$ cat src/rtl/lsu_bus_port.sv
// Load/store bus port: runs one aligned 64-bit access at a time on a single-outstanding
// request/response bus, with range check and response timeout. Optional macro: LSU_LINE_BUFFER_EN.
module lsu_bus_port #(
  parameter int unsigned       XLEN    = 64,
  parameter int unsigned       ADDR_W  = 61,
  parameter logic [ADDR_W-1:0] MEM_TOP = 61'h0000_0000_1000_0000,
  parameter int unsigned       TIMEOUT = 255
) (
  input  logic              clk,
  input  logic              rst,
  input  logic              lsu_prev_stalled,
  output logic              lsu_stall_next,
  input  logic [ADDR_W-1:0] lsu_addr,
  input  logic              lsu_do_load,
  input  logic              lsu_do_store,
  input  logic [XLEN-1:0]   lsu_store_data,
  input  logic [XLEN/8-1:0] lsu_store_mask,
  output logic [XLEN-1:0]   lsu_load_data,
  output logic              lsu_access_fault,
  output logic              mem_req_valid,
  input  logic              mem_req_ready,
  output logic [ADDR_W-1:0] mem_req_addr,
  output logic              mem_req_write,
  output logic [XLEN-1:0]   mem_req_wdata,
  output logic [XLEN/8-1:0] mem_req_wmask,
  input  logic              mem_resp_valid,
  input  logic [XLEN-1:0]   mem_resp_data,
  input  logic              mem_resp_error
);

  typedef enum logic [1:0] {StIdle, StReq, StResp, StDone} state_e;

  state_e              state_q, state_d;
  logic [ADDR_W-1:0]   addr_q, addr_d;
  logic                write_q, write_d;
  logic [XLEN-1:0]     wdata_q, wdata_d;
  logic [XLEN/8-1:0]   wmask_q, wmask_d;
  logic [XLEN-1:0]     load_data_q, load_data_d;
  logic                fault_q, fault_d;
  logic [7:0]          cnt_q, cnt_d;
  logic                stale_q, stale_d;
  logic                accept;

`ifdef LSU_LINE_BUFFER_EN
  logic [ADDR_W-1:0]   buf_tag_q, buf_tag_d;
  logic [XLEN-1:0]     buf_data_q, buf_data_d;
  logic                buf_valid_q, buf_valid_d;
  logic                buf_hit;

  assign buf_hit = lsu_do_load && buf_valid_q && (buf_tag_q == lsu_addr);
`endif

  assign accept = !lsu_prev_stalled && (lsu_do_load ^ lsu_do_store);

  always_comb begin
    state_d     = state_q;
    addr_d      = addr_q;
    write_d     = write_q;
    wdata_d     = wdata_q;
    wmask_d     = wmask_q;
    load_data_d = load_data_q;
    fault_d     = fault_q;
    cnt_d       = cnt_q;
    stale_d     = stale_q;
`ifdef LSU_LINE_BUFFER_EN
    buf_tag_d   = buf_tag_q;
    buf_data_d  = buf_data_q;
    buf_valid_d = buf_valid_q;
`endif
    // The first response after a timeout belongs to the abandoned request.
    if (mem_resp_valid && stale_q) stale_d = 1'b0;

    unique case (state_q)
      StIdle: begin
        if (accept) begin
          addr_d  = lsu_addr;
          write_d = lsu_do_store;
          wdata_d = lsu_store_data;
          wmask_d = lsu_store_mask;
          fault_d = 1'b0;
`ifdef LSU_LINE_BUFFER_EN
          if (lsu_do_store && buf_tag_q == lsu_addr) buf_valid_d = 1'b0;
`endif
          if (lsu_addr >= MEM_TOP) begin
            fault_d = 1'b1;
            state_d = StDone;
`ifdef LSU_LINE_BUFFER_EN
            buf_valid_d = 1'b0;
          end else if (buf_hit) begin
            load_data_d = buf_data_q;
            state_d     = StDone;
`endif
          end else begin
            state_d = StReq;
          end
        end
      end
      StReq: begin
        if (mem_req_ready) begin
          cnt_d   = '0;
          state_d = StResp;
        end
      end
      StResp: begin
        cnt_d = cnt_q + 8'd1;
        if (mem_resp_valid && !stale_q) begin
          if (!write_q) load_data_d = mem_resp_data;
          fault_d = mem_resp_error;
          state_d = StDone;
`ifdef LSU_LINE_BUFFER_EN
          if (mem_resp_error) begin
            buf_valid_d = 1'b0;
          end else if (!write_q) begin
            buf_valid_d = 1'b1;
            buf_tag_d   = addr_q;
            buf_data_d  = mem_resp_data;
          end
`endif
        end else if (cnt_d == 8'(TIMEOUT)) begin
          fault_d = 1'b1;
          stale_d = 1'b1;
          state_d = StDone;
`ifdef LSU_LINE_BUFFER_EN
          buf_valid_d = 1'b0;
`endif
        end
      end
      StDone:  state_d = StIdle;
      default: state_d = StIdle;
    endcase
  end

  always_ff @(posedge clk) begin
    if (!rst) begin
      state_q     <= StIdle;
      addr_q      <= '0;
      write_q     <= 1'b0;
      wdata_q     <= '0;
      wmask_q     <= '0;
      load_data_q <= '0;
      fault_q     <= 1'b0;
      cnt_q       <= '0;
      stale_q     <= 1'b0;
    end else begin
      state_q     <= state_d;
      addr_q      <= addr_d;
      write_q     <= write_d;
      wdata_q     <= wdata_d;
      wmask_q     <= wmask_d;
      load_data_q <= load_data_d;
      fault_q     <= fault_d;
      cnt_q       <= cnt_d;
      stale_q     <= stale_d;
    end
  end

`ifdef LSU_LINE_BUFFER_EN
  always_ff @(posedge clk) begin
    if (!rst) begin
      buf_tag_q   <= '0;
      buf_data_q  <= '0;
      buf_valid_q <= 1'b0;
    end else begin
      buf_tag_q   <= buf_tag_d;
      buf_data_q  <= buf_data_d;
      buf_valid_q <= buf_valid_d;
    end
  end
`endif

  assign lsu_stall_next   = (state_q != StDone);
  assign lsu_access_fault = (state_q == StDone) && fault_q;
  assign lsu_load_data    = load_data_q;
  assign mem_req_valid    = (state_q == StReq);
  assign mem_req_addr     = addr_q;
  assign mem_req_write    = write_q;
  assign mem_req_wdata    = wdata_q;
  assign mem_req_wmask    = wmask_q;

`ifndef SYNTHESIS
  // Requests are only legal while idle.
  prev_stalled_idle_a : assert property (@(posedge clk) disable iff (!rst)
    !lsu_prev_stalled |-> state_q == StIdle);
`endif

endmodule

$ cat config.mk
export PLATFORM = sky130hd
export DESIGN_NAME = lsu_bus_port
export DESIGN_NICKNAME = d
export VERILOG_FILES = /design/src/rtl/lsu_bus_port.sv
export SDC_FILE = /design/constraint.sdc
export NUM_CORES = 1
export LEC_CHECK = 0
export CAP_MARGIN = 20
export CORE_AREA = 2 2 156 158
export CTS_BUF_LIST = sky130_fd_sc_hd__clkbuf_16
export CTS_CLUSTER_DIAMETER = 80
export DETAILED_ROUTE_END_ITERATION = 8
export DIE_AREA = 0 0 158 160
export MAX_ROUTING_LAYER = met4
export PLACE_DENSITY = 0.71
export SLEW_MARGIN = 20
export SYNTH_ARGS = -nofsm -noshare
export SYNTH_HDL_FRONTEND = slang
export SYNTH_SLANG_ARGS = --single-unit
$ cat constraint.sdc
create_clock -name clk -period 3.4 [get_ports clk]
set_input_delay 0.68 -clock clk [delete_from_list [all_inputs] [get_ports clk]]
set_output_delay 0.68 -clock clk [all_outputs]
set_load 0.02 [all_outputs]
**Run 1: pin map**

Pins as bars across the die edge, other pins in grey.
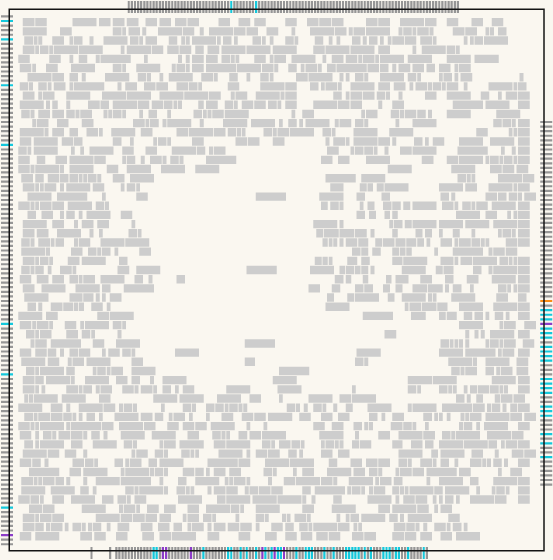
legend:
  purple:
    port: `lsu_store_mask`
    pins: 8
    direction: input
    edge: 6 bottom, 1 right, 1 left
  cyan:
    port: `mem_req_addr`
    pins: 61
    direction: output
    edge: 32 bottom, 20 right, 7 left, 2 top
  orange:
    port: `rst`
    pins: 1
    direction: input
    edge: right
all pins by edge: 116 left, 107 top, 103 bottom, 80 right
Port Buffer Count: 405
die span in x: 158 microns
Die Ht: 160 microns

**Run 1: met3 routing**

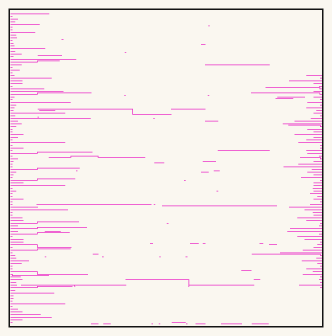
longest straight run: 58.0 microns
wire length on this layer: 2250 microns

**Run 1: cell placement**

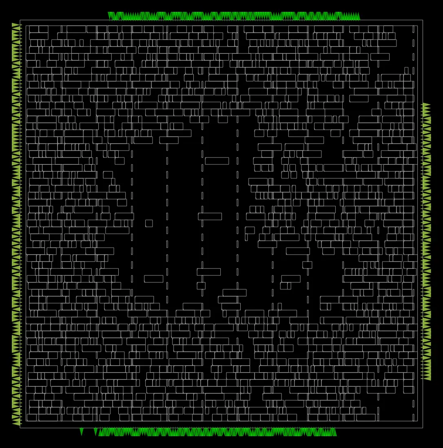
flop share of the area: 0.318
Seq Cell Count: 210
# Taps: 324

==> results.yml, run 1 <==
# physical design summary
cts:
  cts_sinks: 210
  htree_levels: 1
  hold_buffers: 0
  clock_latency_ns: 0.52
  clockBufferDepth: 3
  cts.clk_slew.worst_paths_ns: 0.05
  numCtsBuffers: 25
  cts_tree: "built"
final_timing:
  maxSlewHeadroom: 0.557
  finalHoldViolCount: 0
  rsz0062_at_grt: "no"
  fin_crit_ns: 2.54
  drv_slew: 0
  hold_slack_ns: 0.452
  finalSetupViolCount: 0
  fmax_mhz: 394
final_layout:
  mostFrequentLayoutCell: "nand2_1"
  design_area_sq_um: 13200
  clk_share: 0.0525
  inverters: 6
  final_cells: 1694
  largestClassByArea: "non-clock buffers"
  comb_cells: 695
  final_util: 0.555
  buf_share: 0.319
  drive_above_1_share: 0.0387
  comb_area_frac: 0.278
  layout_top_cells: "406 x nand2_1, 404 x clkdlybuf4s50_1, 210 x dfxtp_1"
  nets: 1568
route:
  drtIter0Drc: 436
  vias: 7779
  dr_wl_met3_mm: 2.25
  top_layer_used: "met4"
  route.detailed.drc: 0
  wirelength_mm: 25.7
  wl_met2_mm: 11.9
  drt_pass1_iterations: 6
  avgRoutedWirePerCell_microns: 15.2
synthesis:
  yosys.area_share.simple: 0.225
  floorplan.nets: 1190
  edf_count: 0
  top_cell: "nand2_1"
  ff_type: "dfxtp_1"
  ys_sh_xor: 0.00107
  syn_inst: 979
  yosysUniqueCellTypes: 43
  async_reset_ff_frac: 0
  common_cells: "407 x nand2_1, 210 x dfxtp_1, 199 x a21boi_0"
  synthTopCellsByArea: "dfxtp_1 52%, nand2_1 19%, a21boi_0 18%"
  yosys.area_share.aoi: 0.210
run_status:
  status: "finished clean"
global_route:
  top_usage_layer: "met2"
  grt_max_degree: 102
  use_met3: 0.0624
  grtUsageMet1: 0.242
  grt_pass1_wl_mm: 39.8
setup_path:
  crit_start: "state_q[0]$_SDFFE_PN0P_"
  crit_type: "reg -> out"
  slowest_stage: "clkdlybuf4s50_1"
  required_ns: 2.72
  reg2reg_slack_ns: 1.21
  startpoint_type: "flip-flop"
  crit_path_max_incr_delay_ns: 0.61
  path_max_fanout: 4
  crit_arrival_ns: 1.86
power:
  finalPower_uw: 7280
  pg_seq_uw: 2910
  powerClk_uw: 2330
  maxPowerGroup: "sequential cells"
  cellLeakagePower_uw: 0.00462
  p_switching_uw: 2260
placement:
  gp_routability_congestion: 0.789
  pre_cts_slack_ns: 0.716
job:
  maxCapViolations: 0
  tool_warnings: 32
min_path:
  min_delay_path_depth: 2
floorplan:
  io_pins: 406
--- run 2 (diff from run 1) ---
clock period = 2.4 ns   (was 3.4 ns; I/O delays follow)
**Run 2: cell placement**

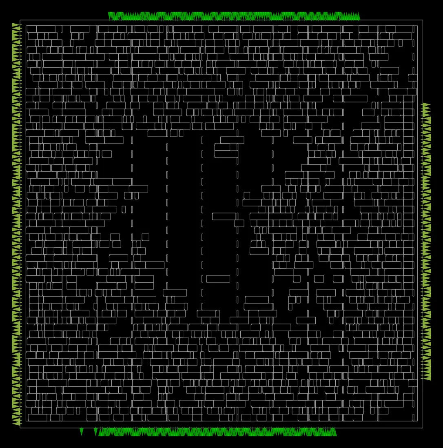
Final Core Density: 0.560
Fill cells: 2260
Non-Filler Instances: 1697

==> results.yml, run 2 <==
# physical design summary
run_status:
  status: "finished clean"
setup_path:
  r2r_end: "fault_q$_SDFFE_PN0P_"
  crit_start: "state_q[1]$_SDFFE_PN0P_"
  crit_type: "reg -> out"
  reg2reg_slack_ns: 0.20
  required_ns: 1.92
  path_max_fanout: 4
  crit_arrival_ns: 1.83
  slowest_stage: "clkdlybuf4s50_1"
  startpoint_type: "flip-flop"
  crit_path_max_incr_delay_ns: 0.65
final_layout:
  buf_share: 0.321
  largestClassByArea: "non-clock buffers"
  design_area_sq_um: 13300
  comb_cells: 695
  clk_share: 0.0574
  inverters: 6
  layout_top_cells: "406 x nand2_1, 403 x clkdlybuf4s50_1, 210 x dfxtp_1"
  mostFrequentLayoutCell: "nand2_1"
  comb_area_frac: 0.275
  flops: 210
  nets: 1568
final_timing:
  rsz0062_at_grt: "no"
  finalHoldViolCount: 0
  finalSetupViolCount: 0
  maxSlewHeadroom: 0.554
  fin_crit_ns: 2.31
  hold_slack_ns: 0.459
  fmax_mhz: 433
  drv_slew: 0
floorplan:
  die_h_microns: 160
  die-area_sq_um: 25300
  io_pins: 406
  fp-row-count: 57
  dieWidth_microns: 158
global_route:
  top_usage_layer: "met2"
  grtUsageMet1: 0.246
  grt_max_degree: 71
  grt_pass1_wl_mm: 40.6
synthesis:
  floorplan.nets: 1190
  async_reset_ff_frac: 0
  ys_sh_xor: 0.00107
  edf_count: 0
  common_cells: "407 x nand2_1, 210 x dfxtp_1, 199 x a21boi_0"
  top_cell: "nand2_1"
  yosys.area_share.aoi: 0.210
  synthTopCellsByArea: "dfxtp_1 52%, nand2_1 19%, a21boi_0 18%"
  syn_inst: 979
  ff_type: "dfxtp_1"
  yosysUniqueCellTypes: 43
  yosys.area_share.simple: 0.225
cts:
  hold_buffers: 0
  cts_tree: "built"
  cts.clk_slew.worst_paths_ns: 0.06
  htree_levels: 1
  clock_latency_ns: 0.52
  clockBufferDepth: 3
  numCtsBuffers: 24
  cts_sinks: 210
route:
  route.detailed.drc: 0
  top_layer_used: "met4"
  dr_wl_met3_mm: 2.23
  wirelength_mm: 26.0
  avgRoutedWirePerCell_microns: 15.3
  wl_met2_mm: 12.3
  drt_pass1_iterations: 6
  vias: 7860
  drtIter0Drc: 389
power:
  pwr-share-clk: 0.337
  maxPowerGroup: "sequential cells"
  cellLeakagePower_uw: 0.00469
  p_switching_uw: 3220
  p_per_area_nw_per_um2: 796
  finalPower_uw: 10600
  pg_seq_uw: 4130
min_path:
  min_delay_path_depth: 2
  hp-class: "reg -> reg"
job:
  maxCapViolations: 0
placement:
  gp_routability_congestion: 0.817
  port_buffers: 405
  pre_cts_slack_ns: 0.0792
**Run 2: placement density heat map**

The die is cut into 16 by 16 equal tiles; white is low, dark blue is high, 0 to 100% covered.
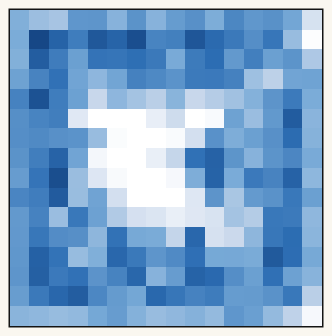
nearly empty tiles: 5.5%
emptiest ninth of the die: middle
tiles over 75% full: 12%
fullest tile: 91%
mean over tiles: 51%

No activity file was given, so power comes from the tool's default toggle rates.
